## config.mk

```make
export PLATFORM = sky130hd
export DESIGN_NAME = input_buffer
export DESIGN_NICKNAME = d
export VERILOG_FILES = /design/src/rtl/input_buffer_pkg.sv /design/src/rtl/input_buffer_fifo_mem.sv /design/src/rtl/input_buffer.sv
export SDC_FILE = /design/constraint.sdc
export NUM_CORES = 1
export LEC_CHECK = 0
export CAP_MARGIN = 20
export CORE_MARGIN = 2
export CORE_UTILIZATION = 40
export CTS_CLUSTER_SIZE = 20
export DETAILED_ROUTE_END_ITERATION = 8
export HOLD_SLACK_MARGIN = 0.03
export MAX_ROUTING_LAYER = met4
export PLACE_DENSITY = 0.74
export SYNTH_ARGS = -nofsm -noshare
export SYNTH_HDL_FRONTEND = slang
export SYNTH_SLANG_ARGS = --single-unit
```

## constraint.sdc

```tcl
create_clock -name clk -period 4.63 [get_ports clk]
set_input_delay 1.1575 -clock clk [delete_from_list [all_inputs] [get_ports clk]]
set_output_delay 1.1575 -clock clk [all_outputs]
set_load 0.01 [all_outputs]
```

## src/rtl/input_buffer_pkg.sv

```systemverilog
// input_buffer_pkg: flit format, flit-type encodings and the type-field decoder.
package input_buffer_pkg;
    localparam int DATAW = 15;
    localparam int FTYPE_MSB = DATAW;
    localparam int FTYPE_LSB = DATAW - 1;
    typedef enum logic [1:0] {HEAD = 2'd0, BODY = 2'd1, TAIL = 2'd2, HEADTAIL = 2'd3} ftype_t;
    function automatic ftype_t ftype(input logic [DATAW:0] f);
        return ftype_t'(f[FTYPE_MSB:FTYPE_LSB]);
    endfunction
endpackage

```

## src/rtl/input_buffer_fifo_mem.sv

```systemverilog
// fifo_mem: flit storage array, synchronous write and combinational read.
module fifo_mem #(
    parameter int DEPTH = 4,
    parameter int AW = 2,
    parameter int W = 16
) (
    input  logic          clk,
    input  logic          we,
    input  logic [AW-1:0] waddr,
    input  logic [W-1:0]  wdata,
    input  logic [AW-1:0] raddr,
    output logic [W-1:0]  rdata
);
    logic [W-1:0] mem [DEPTH];
    always_ff @(posedge clk)
        if (we) mem[waddr] <= wdata;
    assign rdata = mem[raddr];
endmodule

```

## src/rtl/input_buffer.sv

```systemverilog
// input_buffer: router input FIFO with route-compute / switch-allocation sequencing per packet.
module input_buffer
    import input_buffer_pkg::*;
#(
    parameter int DEPTH = 4,
    parameter int PTRW = 1
) (
    input  logic           clk,
    input  logic           rst_,
    input  logic [DATAW:0] idata,
    input  logic           iwe,
    output logic [DATAW:0] odata,
    output logic           rt_en,
    output logic           req,
    input  logic           grt,
    output logic           credit,
    output logic           empty,
    output logic           full,
    output logic           ovf,
    output logic           err
);
    typedef enum logic [1:0] {IDLE, RC, SA} state_t;
    state_t          state;
    logic [PTRW:0]   rd_ptr, wr_ptr;
    logic [PTRW+1:0] count;
    ftype_t          head;
    logic            bad_head, deq, wr, is_tail;

    fifo_mem #(.DEPTH(DEPTH), .AW(PTRW + 1), .W(DATAW + 1)) u_mem (
        .clk(clk), .we(wr), .waddr(wr_ptr), .wdata(idata), .raddr(rd_ptr), .rdata(odata)
    );

    assign head     = ftype(odata);
    assign is_tail  = head == TAIL || head == HEADTAIL;
    assign empty    = count == '0;
    assign full     = count == (PTRW + 2)'(DEPTH);
    // A packet must start with a head flit; stray body/tail flits are flushed.
    assign bad_head = state == IDLE && !empty && (head == BODY || head == TAIL);
    assign req      = state == SA && !empty;
    assign deq      = bad_head || (req && grt);
    assign wr       = iwe && (!full || deq);
    assign credit   = deq;
    assign rt_en    = state == RC;

    always_ff @(posedge clk or negedge rst_) begin
        if (!rst_) begin
            rd_ptr <= '0;
            wr_ptr <= '0;
            count  <= '0;
            state  <= IDLE;
            ovf    <= 1'b0;
            err    <= 1'b0;
        end else begin
            if (wr) wr_ptr <= wr_ptr + (PTRW + 1)'(1);
            if (deq) rd_ptr <= rd_ptr + (PTRW + 1)'(1);
            if (wr && !deq) count <= count + (PTRW + 2)'(1);
            else if (deq && !wr) count <= count - (PTRW + 2)'(1);
            if (iwe && !wr) ovf <= 1'b1;
            if (bad_head) err <= 1'b1;
            state <= state == IDLE ? ((!empty && !bad_head) ? RC : IDLE) :
                     state == RC   ? SA :
                     (deq && is_tail) ? IDLE : SA;
        end
    end
endmodule

```

**Placed standard cells**

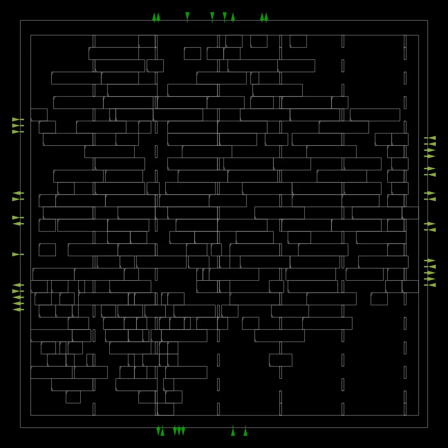
flip-flops: 75
fraction of area in registers: 0.586
filler instances: 599

==> metrics.cfg <==
[routing]
dr.pass1.iters = 4
drt_wl_total_um = 5050
dr_wl_met2_um = 2410
wire_per_inst_um = 16.9
drt_iter0_drc = 67

[final_timing]
max_slew_margin = 0.419
drv_slew = 0
tightest_slew_ns = 0.865

[synthesis]
simple_gate_share = 0.0344
synth.logic.top_family = multiplexers
synth_area_mm2 = 0.00298
ys_cells = 143
aoi_share = 0.0277
synthXorXnorAreaFrac = 0.0176
syn-num-nets = 171
edf_count = 64
area_leaders = edfxtp_1, mux4_2, dfrtp_1
synth_cell_types = 29
syn_area_per_cell_um2 = 20.8
synth.top_cells.by_count = edfxtp_1, mux4_2, dfrtp_1, ha_1, inv_1
async_reset_ff_frac = 0.147

[cts]
tritoncts = done
clk_latency_ns = 0.34
post_cts_resized = 0
ctsHoldBuffers = 0
clkSlewWorstSetupHoldPaths_ns = 0.08

[job]
warnings = 30

[critical_path]
cp_max_fo = 7
cp.required_ns = 3.47
worstSetupEndpointType = output pin
crit_slowest_cell = clkdlybuf4s50_1
crit_arrival_ns = 3.10

[layout]
n_antenna_cell = 0
instances_no_fill = 299
syn_to_final_growth_pct = 25.7
nets = 223
final_cell_mix = edfxtp_1, clkdlybuf4s50_1, mux4_2

[global_routing]
antenna_found_initial = 0

[power]
seq_power_share = 0.395
vdd_ir_drop_max_mv = 0.408

[run_status]
outcome = completed

[min_path]
holdPathStages = 2

[placed_design]
dpl.cell_count = 283
io_buffer_count = 42

**Placed cells, one color a class**

Scale: 3 px per µm.
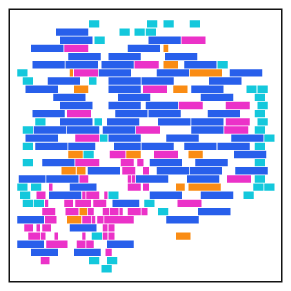
sequential cells -> blue  # cells 75, share of their area 61%
remaining buffers and delay cells -> cyan  # cells 45, share of their area 12%
clock drivers and dummy loads -> orange  # cells 16, share of their area 6.0%
combinational and other logic -> magenta  # cells 64, share of their area 21%
core area: 0.00725 mm²
fin util: 0.517
Design Area, Final: 0.00375 mm²
row count: 31

[state kept, by name, indices dropped and copies added, names as in the netlist]
signal     count
rd_ptr         2
count          3
state          2
err            1
u_mem.mem     64
ovf            1
wr_ptr         2
[through the flow]
step                hold WS, ns  setup WS (ns)
floorplan                 0.457           1.04
global placement          0.455          0.737
detailed placement        0.455          0.740
CTS                       0.474          0.346
global route              0.494          0.235
finish                    0.469          0.375
[final cells by class]
type	count	area (µm²)	area share
multi-input combinational	55	732	0.195
clock inverter	6	90.1	0.0240
clock buffer	10	128	0.0341
sequential	75	2200	0.586
timing repair buffer	45	443	0.118
inverter	9	33.8	0.00902
tap	99	124	0.0331
[worst max path at each step]
stage                          start  endpoint  cells after the start
2_1_floorplan  rd_ptr[0]$_DFFE_PN0N_    credit                      6
3_3_place_gp                     grt    credit                      4
3_5_place_dp   rd_ptr[0]$_DFFE_PN0N_    credit                      6
4_1_cts        rd_ptr[0]$_DFFE_PN0N_    credit                      6
5_1_grt        rd_ptr[0]$_DFFE_PN0N_    credit                      6
6_report       rd_ptr[0]$_DFFE_PN0N_    credit                      6
[tightest hold or removal path: cells and delay by family, from the launching register on]
kind | cells | cell delay [ns]
AND-OR/OR-AND | 1 | 0.05
buffers and inverters | 1 | 0.04
flip-flops | 1 | 0.35
[power by group through the flow]
stage	Combinational (mW)	Clock (mW)	Sequential [mW]
after floorplan	0.665	0	1.03
final	1.06	0.549	1.05
after detailed placement	1.07	0	1.07
after CTS	1.08	0.560	1.05
after global placement	1.07	0	1.06
after global routing	1.14	0.590	1.07
[kinds of logic after synthesis]
family,Yosys count
xor gates and xnor gates,6
DFF,75
and+or+nand+nor,16
AOI/OAI and AO/OA,7
buffers and inverters,13
muxes,18
adders and majority gates,8
